==> config.mk <==
export PLATFORM = sky130hd
export DESIGN_NAME = mux32
export DESIGN_NICKNAME = d
export VERILOG_FILES = /design/src/rtl/mux_pkg.sv /design/src/rtl/mux2_comb.sv /design/src/rtl/mux32.sv
export SDC_FILE = /design/constraint.sdc
export NUM_CORES = 1
export LEC_CHECK = 0
export CORE_UTILIZATION = 35
export DETAILED_ROUTE_END_ITERATION = 8
export HOLD_SLACK_MARGIN = 0.05
export MAX_ROUTING_LAYER = met4
export PLACE_DENSITY = 0.83
export SLEW_MARGIN = 10
export SYNTH_ARGS = -nofsm -noshare
export SYNTH_HDL_FRONTEND = slang
export SYNTH_HIERARCHICAL = 1
export SYNTH_SLANG_ARGS = --single-unit
==> constraint.sdc <==
create_clock -name clk -period 1.5 [get_ports clk]
set_clock_uncertainty 0.1 [all_clocks]
set_input_delay 0.225 -clock clk [delete_from_list [all_inputs] [get_ports clk]]
set_output_delay 0.225 -clock clk [all_outputs]
set_load 0.03 [all_outputs]
### Cell area per tile, run 1

Drawn at 4 px/um. 7 x 7 tiles, from black (low) to pale yellow (high), 0 to 100% covered.
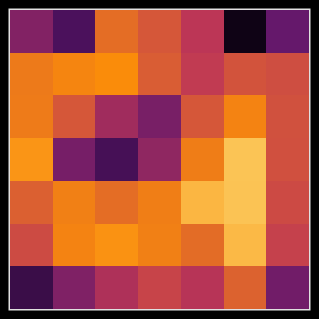
tiles over 75% full: 12%
fullest tile: 87%
densest ninth of the die: middle right
emptiest ninth of the die: upper right
mean over tiles: 56%
floorplan utilization: 36.3%
Final Util: 63.1%

### Routing congestion map, run 1

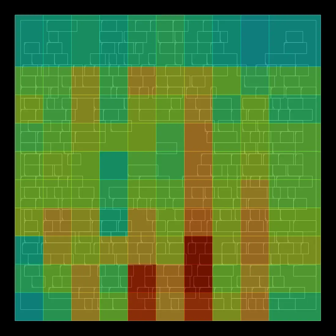
met3 GRT Util: 4.55%
post-DR wirelength/cell: 13.7 um
grt met2 use: 34.3%
Overall Global Routing Usage: 18.9%
GR Util met1: 18.8%

### M2 wires, run 1

Drawn at 4 px/um.
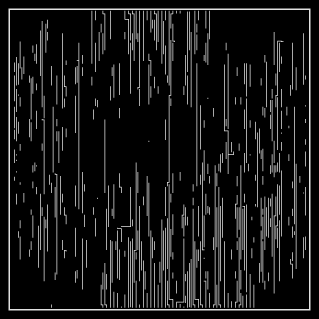
wire length on this layer: 2,640 um
longest straight run: 41.5 um
via count: 1,637
Final Routed Wirelength: 5000 um

==> impl_metrics.csv, run 1 <==
group,metric,value,unit
power,power.largest_group,"sequential cells",
drt,drtIter0Drc,52,
logic_synthesis,synthSimpleGateAreaFrac,11.1,%
drt,dr.max_layer_used,"met4",
sta,fmax,697,MHz
layout,num-nonclk-inverters,0,
sta,timing.final.crit_period,1.43,ns
logic_synthesis,area_leaders,"dfxtp_1 37%, mux2_4 24%, mux2i_1 18%",
sta,hold_slack,0.190,ns
critical_path,crit_chain,"buf_4 > buf_16 > buf_4 > mux2_4 > buf_6",
sta,setup_ws,0.0653,ns
clock_network,cts.clk_slew.worst_paths,0.07,ns
layout,lay_top_count,"clkdlybuf4s50_1",
drt,vias_per_cell,4.50,
layout,num-fill-cells,460,
sta,finalCritPeriodShare,95.6,%
power,ir_drop,411,uV
worst_hold_path,holdPathStages,3,
layout,clock_buffers,7,
logic_synthesis,async_flop_share,0,%
critical_path,critPathMaxStageDelay,0.30,ns
critical_path,worst-r2r-setup-slack,0.76,ns
status,status,"completed",
critical_path,cp.required,1.17,ns
place,gp_congestion,0.700,
power,p_leak,0.00159,uW
logic_synthesis,synth_flops,34,
logic_synthesis,synth_stat.cells,144,
place,dpl.hpwl,3790,um
sta,grt_setup_unrepaired,"false",
logic_synthesis,yosys_area,0.00185,mm2
logic_synthesis,common_cells,"34 x dfxtp_1, 33 x mux2i_1, 33 x nor2b_1",
sta,setup_viol,0,
layout,largest_reg_flops,32,
layout,drive_above_1_share,31.3,%
drt,wl_met1,1910,um
==> run 2, diff against run 1 <==
Settings changed: CTS_CLUSTER_SIZE set to 20.
### Drive-strength map, run 2

Drawn at 6 px/um.
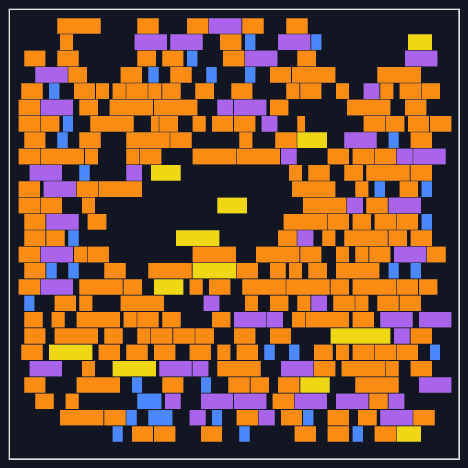
| colour | size | cells |
|---|---|---|
| blue | x2 | 33 |
| purple | x3 and x4 | 47 |
| yellow | x6 and larger | 12 |
| orange | x1 and smaller | 202 |
worst setup margin: 0.0653 ns
Synth-to-Final Area Change: 74.1%
nonclk buf count: 154
final instance area: 0.00322 mm2

### Zoomed window, run 2

Region (25, 25) to (50, 50) um. Cells in grey, sequential cells in the stronger grey; small squares are vias.
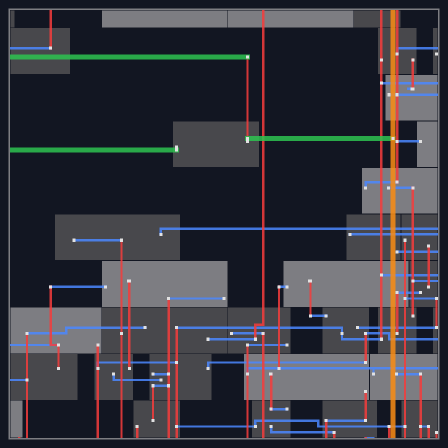
| colour | layer |
|---|---|
| blue | M1 |
| green | M3 |
| orange | M4 |
| red | M2 |
sequential cells in the window: 6
most frequent: dfxtp_1 (6), nor2b_1 (5), clkbuf_8 (3)
cells with their middle in the window: 23

==> run 2 against run 1 <==
Effect of this change:
- combinational power about the same
- wire length unchanged
- critical endpoint unchanged
- worst setup slack unchanged
- critical path depth unchanged
- clock power about the same
==> impl_metrics.csv, run 2 <==
group,metric,value,unit
status,status,"completed",
power,power.largest_group,"sequential cells",
global_route,met2_usage,34.3,%
layout,num-nonclk-inverters,0,
drt,drtIter0Drc,52,
logic_synthesis,synth_flops,34,
clock_network,hold_buffers,0,
sta,finalCritPeriodShare,95.6,%
logic_synthesis,common_cells,"34 x dfxtp_1, 33 x mux2i_1, 33 x nor2b_1",
logic_synthesis,syn_inst,144,
power,p_leak,0.00159,uW
sta,grt_setup_unrepaired,"false",
global_route,grt_use_met1,18.8,%
die,initCoreUtil,36.3,%
layout,fin_cells,364,
drt,vias_per_cell,4.50,
power,p_switching,814,uW
drt,wl,5000,um
critical_path,cp.required,1.17,ns
sta,hold_viol_final,0,
drt,num_vias,1637,
critical_path,crit_chain,"buf_4 > buf_16 > buf_4 > mux2_4 > buf_6",
layout,drive_above_1_share,31.3,%
layout,clock_buffers,7,
drt,wl_met1,1910,um
global_route,grt_pass1_vias,1655,
critical_path,worst-path-stages,5,
logic_synthesis,yosys_area,0.00185,mm2
drt,dr.max_layer_used,"met4",
drt,routedWlPerCell,13.7,um
sta,fmax,697,MHz
global_route,grt_usage,18.9,%
layout,largest_reg_flops,32,
worst_hold_path,holdPathStages,3,
worst_hold_path,hp-class,"input pin to flop",
global_route,met3_usage,4.55,%
power,ir_drop,411,uV
logic_synthesis,synth_stat.cells,144,
sta,setup_viol,0,
sta,hold_slack,0.190,ns
layout,fin_util,63.1,%
place,io_buffers,133,
drt,drt-pass1-iter-count,4,
logic_synthesis,area_leaders,"dfxtp_1 37%, mux2_4 24%, mux2i_1 18%",
critical_path,worst-r2r-setup-slack,0.76,ns
layout,num-fill-cells,460,
place,dpl.hpwl,3790,um
sta,timing.final.crit_period,1.43,ns
critical_path,critPathMaxStageDelay,0.30,ns
logic_synthesis,async_flop_share,0,%
### Routing congestion map, run 2

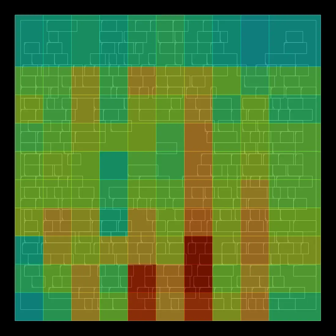
grt peak-use layer: met2

==> run 3, diff against run 2 <==
Settings changed: CORE_MARGIN set to 1.5, REMOVE_ABC_BUFFERS set to 1.
### Cell area per tile, run 3

Drawn at 4 px/um. 8 x 8 tiles, from black (low) to pale yellow (high), 0 to 100% covered.
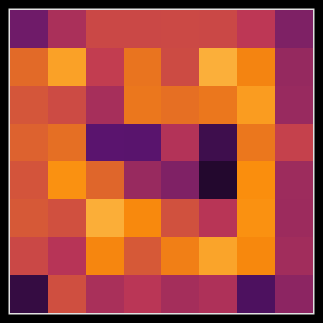
tiles over 75% full: 13%
emptiest ninth of the die: centre
mean over tiles: 54%
fullest tile: 83%
Final Util: 62.4%
core area: 0.00511 mm2

### Routing congestion map, run 3

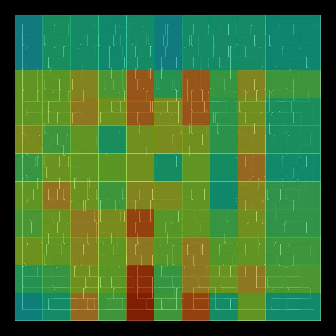
post-DR wirelength/cell: 13.7 um
Overall Global Routing Usage: 17.3%
grt met2 use: 32.5%

==> run 3 against run 2 <==
Effect of this change:
- maximum frequency down 0.65%
- non-clock buffer count down 4
- highest routed layer unchanged
- clock power down 3%
- largest cell class unchanged
- critical path type unchanged
==> impl_metrics.csv, run 3 <==
group,metric,value,unit
global_route,top_usage_layer,"met2",
logic_synthesis,common_cells,"34 x dfxtp_1, 33 x mux2i_1, 33 x nor2b_1",
drt,vias_per_cell,4.47,
layout,num-nonclk-inverters,0,
drt,wl_met1,1830,um
place,dpl.hpwl,3710,um
global_route,grt_pass1_vias,1653,
drt,dr.max_layer_used,"met4",
layout,syn2layout_area_growth,72.1,%
worst_hold_path,hp-class,"input pin to flop",
sta,timing.final.crit_period,1.44,ns
layout,drive_above_1_share,30.3,%
logic_synthesis,yosys_area,0.00185,mm2
sta,drv_slew,0,
logic_synthesis,async_flop_share,0,%
logic_synthesis,syn_inst,144,
sta,hold_slack,0.343,ns
critical_path,worst-path-stages,5,
critical_path,crit_chain,"buf_6 > buf_16 > buf_4 > mux2_2 > buf_4",
sta,fmax,692,MHz
worst_hold_path,holdPathStages,4,
drt,drtIter0Drc,16,
drt,num_vias,1608,
clock_network,hold_buffers,0,
global_route,grt_use_met1,16.2,%
logic_synthesis,synth_flops,34,
layout,clock_buffers,7,
layout,final_area,0.00319,mm2
logic_synthesis,area_leaders,"dfxtp_1 37%, mux2_4 24%, mux2i_1 18%",
global_route,met3_usage,5.42,%
drt,wl,4920,um
drt,drt-pass1-iter-count,3,
place,io_buffers,133,
sta,grt_setup_unrepaired,"false",
critical_path,worst-r2r-setup-slack,0.76,ns
layout,num-fill-cells,458,
power,p_leak,0.00157,uW
sta,setup_viol,0,
critical_path,critPathMaxStageDelay,0.33,ns
layout,buffers,150,
die,initCoreUtil,36.3,%
status,status,"completed",
sta,finalCritPeriodShare,96.3,%
power,ir_drop,467,uV
power,power.largest_group,"sequential cells",
### Zoomed window, run 3

Region (25, 25) to (50, 50) um. Cells in grey, sequential cells in the stronger grey; small squares are vias.
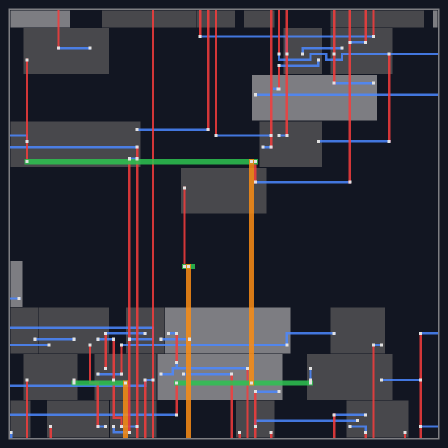
| colour | layer |
|---|---|
| green | M3 |
| red | M2 |
| blue | M1 |
| orange | M4 |
sequential cells in the window: 3
cells with their middle in the window: 19
most frequent: mux2i_1 (4)

Power figures rest on the tool's default switching activity, not on a simulated workload.
